--- src/rtl/fpga_cfg_pkg.sv ---
// Shared fixed-point configuration and scheduler types for the Monte-Carlo GBM datapath.
package fpga_cfg_pkg;

  localparam int FP_WIDTH            = 32;
  localparam int FP_QINT             = 16;
  localparam int GBM_SCHED_MAX_PATHS = 64;

  typedef enum logic [1:0] {
    IDLE,
    ISSUE,
    DRAIN
  } sched_state_e;

endpackage

--- src/rtl/path_state_rf.sv ---
// Per-path price register file: one combinational read port, one synchronous write port.
module path_state_rf #(
  parameter int WIDTH = 32,
  parameter int DEPTH = 64,
  localparam int AW   = $clog2(DEPTH)
) (
  input  logic             clk,
  input  logic             we,
  input  logic [AW-1:0]    waddr,
  input  logic [WIDTH-1:0] wdata,
  input  logic [AW-1:0]    raddr,
  output logic [WIDTH-1:0] rdata
);

  logic [WIDTH-1:0] mem [DEPTH];

  // Data words carry no reset; contents are only read after being written in the same batch.
  always_ff @(posedge clk) begin
    if (we) mem[waddr] <= wdata;
  end

  assign rdata = mem[raddr];

endmodule

--- src/rtl/gbm_path_sched.sv ---
// Drives one shared GBM_step pipeline over a batch of paths x steps and streams tagged prices.
module gbm_path_sched
  import fpga_cfg_pkg::*;
#(
  parameter int WIDTH     = FP_WIDTH,
  parameter int QINT      = FP_QINT,
  parameter int MAX_PATHS = GBM_SCHED_MAX_PATHS,
  parameter int STEP_W    = 16,
  parameter int ISSUE_GAP = 1
) (
  input  logic                         clk,
  input  logic                         rst_n,
  input  logic                         start,
  input  logic [$clog2(MAX_PATHS):0]   n_paths,
  input  logic [STEP_W-1:0]            n_steps,
  input  logic [WIDTH-1:0]             s_init,
  input  logic [WIDTH-1:0]             r,
  input  logic [WIDTH-1:0]             sigma,
  input  logic [WIDTH-1:0]             dt,
  input  logic                         z_valid,
  input  logic [WIDTH-1:0]             z_data,
  output logic                         z_ready,
  output logic                         gbm_valid_in,
  output logic [WIDTH-1:0]             gbm_z,
  output logic [WIDTH-1:0]             gbm_s0,
  output logic [WIDTH-1:0]             gbm_r,
  output logic [WIDTH-1:0]             gbm_sigma,
  output logic [WIDTH-1:0]             gbm_t,
  input  logic                         gbm_valid_out,
  input  logic [WIDTH-1:0]             gbm_s1,
  output logic                         out_valid,
  output logic [$clog2(MAX_PATHS)-1:0] out_path,
  output logic [STEP_W-1:0]            out_step,
  output logic [WIDTH-1:0]             out_s,
  output logic                         busy,
  output logic                         done,
  output logic                         err
);

  localparam int PW    = $clog2(MAX_PATHS);
  localparam int NPW   = PW + 1;
  localparam int GAP_W = (ISSUE_GAP > 1) ? $clog2(ISSUE_GAP) : 1;

  if (ISSUE_GAP < 1 || QINT < 0 || QINT >= WIDTH) begin : g_bad_param
    $error("gbm_path_sched: ISSUE_GAP must be >= 1 and QINT within WIDTH");
  end

  sched_state_e     state, state_nxt;
  logic [STEP_W-1:0] step, n_steps_lat;
  logic [PW-1:0]    iss_idx, ret_idx;
  logic [GAP_W-1:0] gap_cnt;
  logic [NPW-1:0]   n_paths_lat;
  logic [WIDTH-1:0] s_init_lat, r_lat, sigma_lat, dt_lat, rd_data;
  logic             cfg_ok, start_ok, fire, ret_ok, last_iss, last_ret, last_step;

  assign cfg_ok    = (n_paths != '0) && (n_paths <= NPW'(MAX_PATHS)) && (n_steps != '0);
  assign start_ok  = (state == IDLE) && start && cfg_ok;
  assign z_ready   = (state == ISSUE) && (gap_cnt == '0);
  assign fire      = z_ready && z_valid;
  assign ret_ok    = (state != IDLE) && gbm_valid_out;
  assign last_iss  = ({1'b0, iss_idx} == n_paths_lat - NPW'(1));
  assign last_ret  = ({1'b0, ret_idx} == n_paths_lat - NPW'(1));
  assign last_step = (step == n_steps_lat - STEP_W'(1));

  assign gbm_valid_in = fire;
  assign gbm_z        = fire ? z_data : '0;
  assign gbm_s0       = (step == '0) ? s_init_lat : rd_data;
  assign gbm_r        = r_lat;
  assign gbm_sigma    = sigma_lat;
  assign gbm_t        = dt_lat;
  assign busy         = (state != IDLE);

  path_state_rf #(
    .WIDTH (WIDTH),
    .DEPTH (MAX_PATHS)
  ) u_rf (
    .clk   (clk),
    .we    (ret_ok),
    .waddr (ret_idx),
    .wdata (gbm_s1),
    .raddr (iss_idx),
    .rdata (rd_data)
  );

  always_ff @(posedge clk or negedge rst_n) begin
    if (!rst_n) state <= IDLE;
    else        state <= state_nxt;
  end

  // A step only ends once its last result is back, so the next step reads fully updated prices.
  always_comb begin
    state_nxt = state;
    case (state)
      IDLE:    if (start_ok) state_nxt = ISSUE;
      ISSUE:   if (fire && last_iss) state_nxt = DRAIN;
      DRAIN:   if (ret_ok && last_ret) state_nxt = last_step ? IDLE : ISSUE;
      default: state_nxt = IDLE;
    endcase
  end

  always_ff @(posedge clk or negedge rst_n) begin
    if (!rst_n) begin
      step        <= '0;
      n_steps_lat <= '0;
      n_paths_lat <= '0;
      iss_idx     <= '0;
      ret_idx     <= '0;
      gap_cnt     <= '0;
      s_init_lat  <= '0;
      r_lat       <= '0;
      sigma_lat   <= '0;
      dt_lat      <= '0;
      out_valid   <= 1'b0;
      out_path    <= '0;
      out_step    <= '0;
      out_s       <= '0;
      done        <= 1'b0;
      err         <= 1'b0;
    end else begin
      done      <= 1'b0;
      out_valid <= 1'b0;

      if (fire) begin
        iss_idx <= iss_idx + PW'(1);
        gap_cnt <= GAP_W'(ISSUE_GAP - 1);
      end else if (gap_cnt != '0) begin
        gap_cnt <= gap_cnt - GAP_W'(1);
      end

      if (ret_ok) begin
        out_valid <= 1'b1;
        out_path  <= ret_idx;
        out_step  <= step;
        out_s     <= gbm_s1;
        ret_idx   <= last_ret ? '0 : ret_idx + PW'(1);
        if (state == DRAIN && last_ret) begin
          if (last_step) begin
            done <= 1'b1;
          end else begin
            step    <= step + STEP_W'(1);
            iss_idx <= '0;
          end
        end
      end

      if (start_ok) begin
        n_paths_lat <= n_paths;
        n_steps_lat <= n_steps;
        s_init_lat  <= s_init;
        r_lat       <= r;
        sigma_lat   <= sigma;
        dt_lat      <= dt;
        step        <= '0;
        iss_idx     <= '0;
        ret_idx     <= '0;
        gap_cnt     <= '0;
        err         <= 1'b0;
      end else if (state == IDLE && start) begin
        err <= 1'b1;
      end

      // Results arriving with no batch in flight (e.g. after a mid-batch reset) are flagged.
      if (state == IDLE && gbm_valid_out) err <= 1'b1;
    end
  end

endmodule

--- config.mk ---
export PLATFORM = sky130hd
export DESIGN_NAME = gbm_path_sched
export DESIGN_NICKNAME = d
export VERILOG_FILES = /design/src/rtl/fpga_cfg_pkg.sv /design/src/rtl/path_state_rf.sv /design/src/rtl/gbm_path_sched.sv
export SDC_FILE = /design/constraint.sdc
export NUM_CORES = 2
export LEC_CHECK = 0
export CAP_MARGIN = 5
export CORE_UTILIZATION = 50
export DETAILED_ROUTE_END_ITERATION = 10
export PLACE_DENSITY = 0.74
export SYNTH_ARGS = -nofsm -noshare
export SYNTH_HDL_FRONTEND = slang
export SYNTH_SLANG_ARGS = --single-unit
export TNS_END_PERCENT = 100
--- constraint.sdc ---
create_clock -name clk -period 3.95 [get_ports clk]
set_input_delay 0.79 -clock clk [delete_from_list [all_inputs] [get_ports clk]]
set_output_delay 0.79 -clock clk [all_outputs]
set_load 0.005 [all_outputs]
**Routed metal, one color a layer**

Only two layers are drawn.
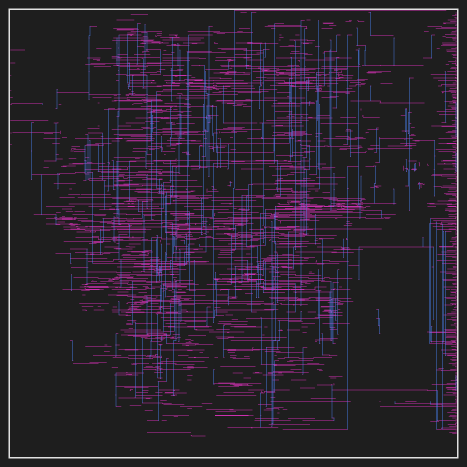
layer	color	wire length
metal 4	blue	12000 µm
metal 3	magenta	26.9 mm

==> results.txt <==
The synthesis and PnR run went through. Clock network fraction of total power landed at 27.0%. Worst path arrival time landed at 3.88 ns. Insertion delay of the later-clocked pin in the worst-skew pair landed at 0.86 ns. DRC marker count from the first detailed-route iteration landed at 6925.

Setup slack on the worst reg-to-reg path comes out at 0.80 ns. Worst stage delay on the critical path landed at 0.65 ns. Overall via count from detail_route landed at 52100. Number of signal-net inverters in the final layout landed at 13. Highest attainable clock frequency landed at 0.214 GHz. Once detailed placement completed, the half-perimeter wirelength came to 152000 µm. The synthesis run identifies the leading combinational cell family as multiplexers. Overall track demand over capacity in global routing landed at 28.1%. Count of buffers inserted at the top-level ports landed at 439. Sorting the Yosys area breakdown by cell type puts at the top edfxtp_1. Power after layout landed at 75.8 mW. Sorting the synthesis cell report by count puts at the top edfxtp_1.

The run finished, with violations left. Leaving out fill and tap cells, the most frequent cells in the layout are edfxtp_1 (2048), nand2_1 (732), mux2i_1 (393). Aggregate global routing overflow landed at 0. Number of ports placed on the die boundary landed at 440.

The worst setup path is launched from a register. Dividing the final minimum period by the clock period gives 118%. STA shows the worst min-delay path finishing at u_rf.mem[36][2].

Switching power total landed at 23.8 mW. Yosys stat cell total landed at 4913. The library cell used most frequently in the layout, excluding fill and tap cells, is edfxtp_1.

Power attributed to sequential cells landed at 28.5 mW. The number of global-route vias before repair is 51900. The power report attributes to the combinational group a share of 35.5%. Internal power summed over all cells landed at 52.0 mW.

Remaining number of nets flagged by the antenna check after routing landed at 0. Combinational power landed at 26.9 mW. In this run the critical register-to-register path is captured at step[14]. Checking hold timing, the worst path is listed with class in2reg.

Worst slack on hold paths landed at 0.409 ns. The critical path in this run is classified as reg2out. Post-route minimum period landed at 4.67 ns. The cell family contributing the most delay on the critical path is multiplexers. In this run the critical path is formed by buf_12 -> buf_16 -> buf_4 -> buf_12 -> buf_4 -> mux4_2 -> o22ai_2 -> a21oi_2 -> mux4_2 -> mux2_4 -> buf_6. Setup TNS landed at -20.91 ns. Sum of buffers and inverters on the critical path landed at 6.

Post-layout utilization of the core landed at 62.4%. The critical path's slowest stage uses the library cell mux4_2. Final design instance area without fill landed at 110000 µm². Counting the fill cells in the layout gives 11700.

Number of H-tree levels landed at 4. The final weighted congestion recorded by global placement is 0.841. Total nets after synthesis landed at 5139.

Per the layout area report, the combinational gate area comes to 22700 µm². In this run, synthesis inferred 2048 flip-flops with an integrated enable. The checks that failed: setup timing. Remaining max-slew budget at the tightest pin landed at 11.2%.

Net switching is 31.4% of the power. In this run the core area contains 154 standard-cell rows. In this run the vertical extent of the chip is 425 µm. Area share of buffers outside the clock network landed at 9.26%.

The report gives the cell count of the worst hold path as 1. Number of buffers added to fix hold violations after cts landed at 1. Once routing completed, OpenROAD measured the worst setup slack at -0.725 ns. Final number of setup-violating endpoints landed at 32. Leakage power of the design landed at 38.0 nW.

For reference, XOR and XNOR gates occupy 0.388% of the area reported after synthesis. TritonCTS buffer count landed at 216. After Yosys synthesis, and, or, nand and nor cells account for 4.49% of the synthesized area. After detailed placement, the total cell area comes to 100000 µm². Netlist area before placement landed at 89300 µm².
**Clock nets**

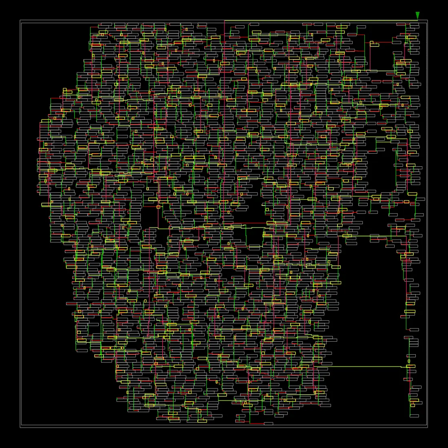
number of clock sinks: 2286
tally of clock buffers in the finished layout: 282
power of the clock network: 20.5 mW
FF+latch count: 2286

worst max-delay path by stage:
stage / startpoint / endpoint / depth (start not counted)
2_1_floorplan: iss_idx[0] / gbm_s0[19] / 9
3_3_place_gp: iss_idx[0] / gbm_s0[0] / 8
3_5_place_dp: iss_idx[0] / gbm_s0[5] / 10
4_1_cts: iss_idx[0] / gbm_s0[26] / 9
5_1_grt: iss_idx[0] / gbm_s0[26] / 9
6_report: iss_idx[0] / gbm_s0[31] / 11
metal layers:
metal  up-vias  wire [µm]  part of all wire (%)  track usage, %
li1      21400          -                     -               -
met1     26600      91000                    35            35.7
met3       633      26900                    10            5.69
met4        10      12000                   4.7            12.6
met2      3498     126000                    49            46.7
met5         -         75                 0.029               0
Power is estimated from default activity; no workload was simulated.
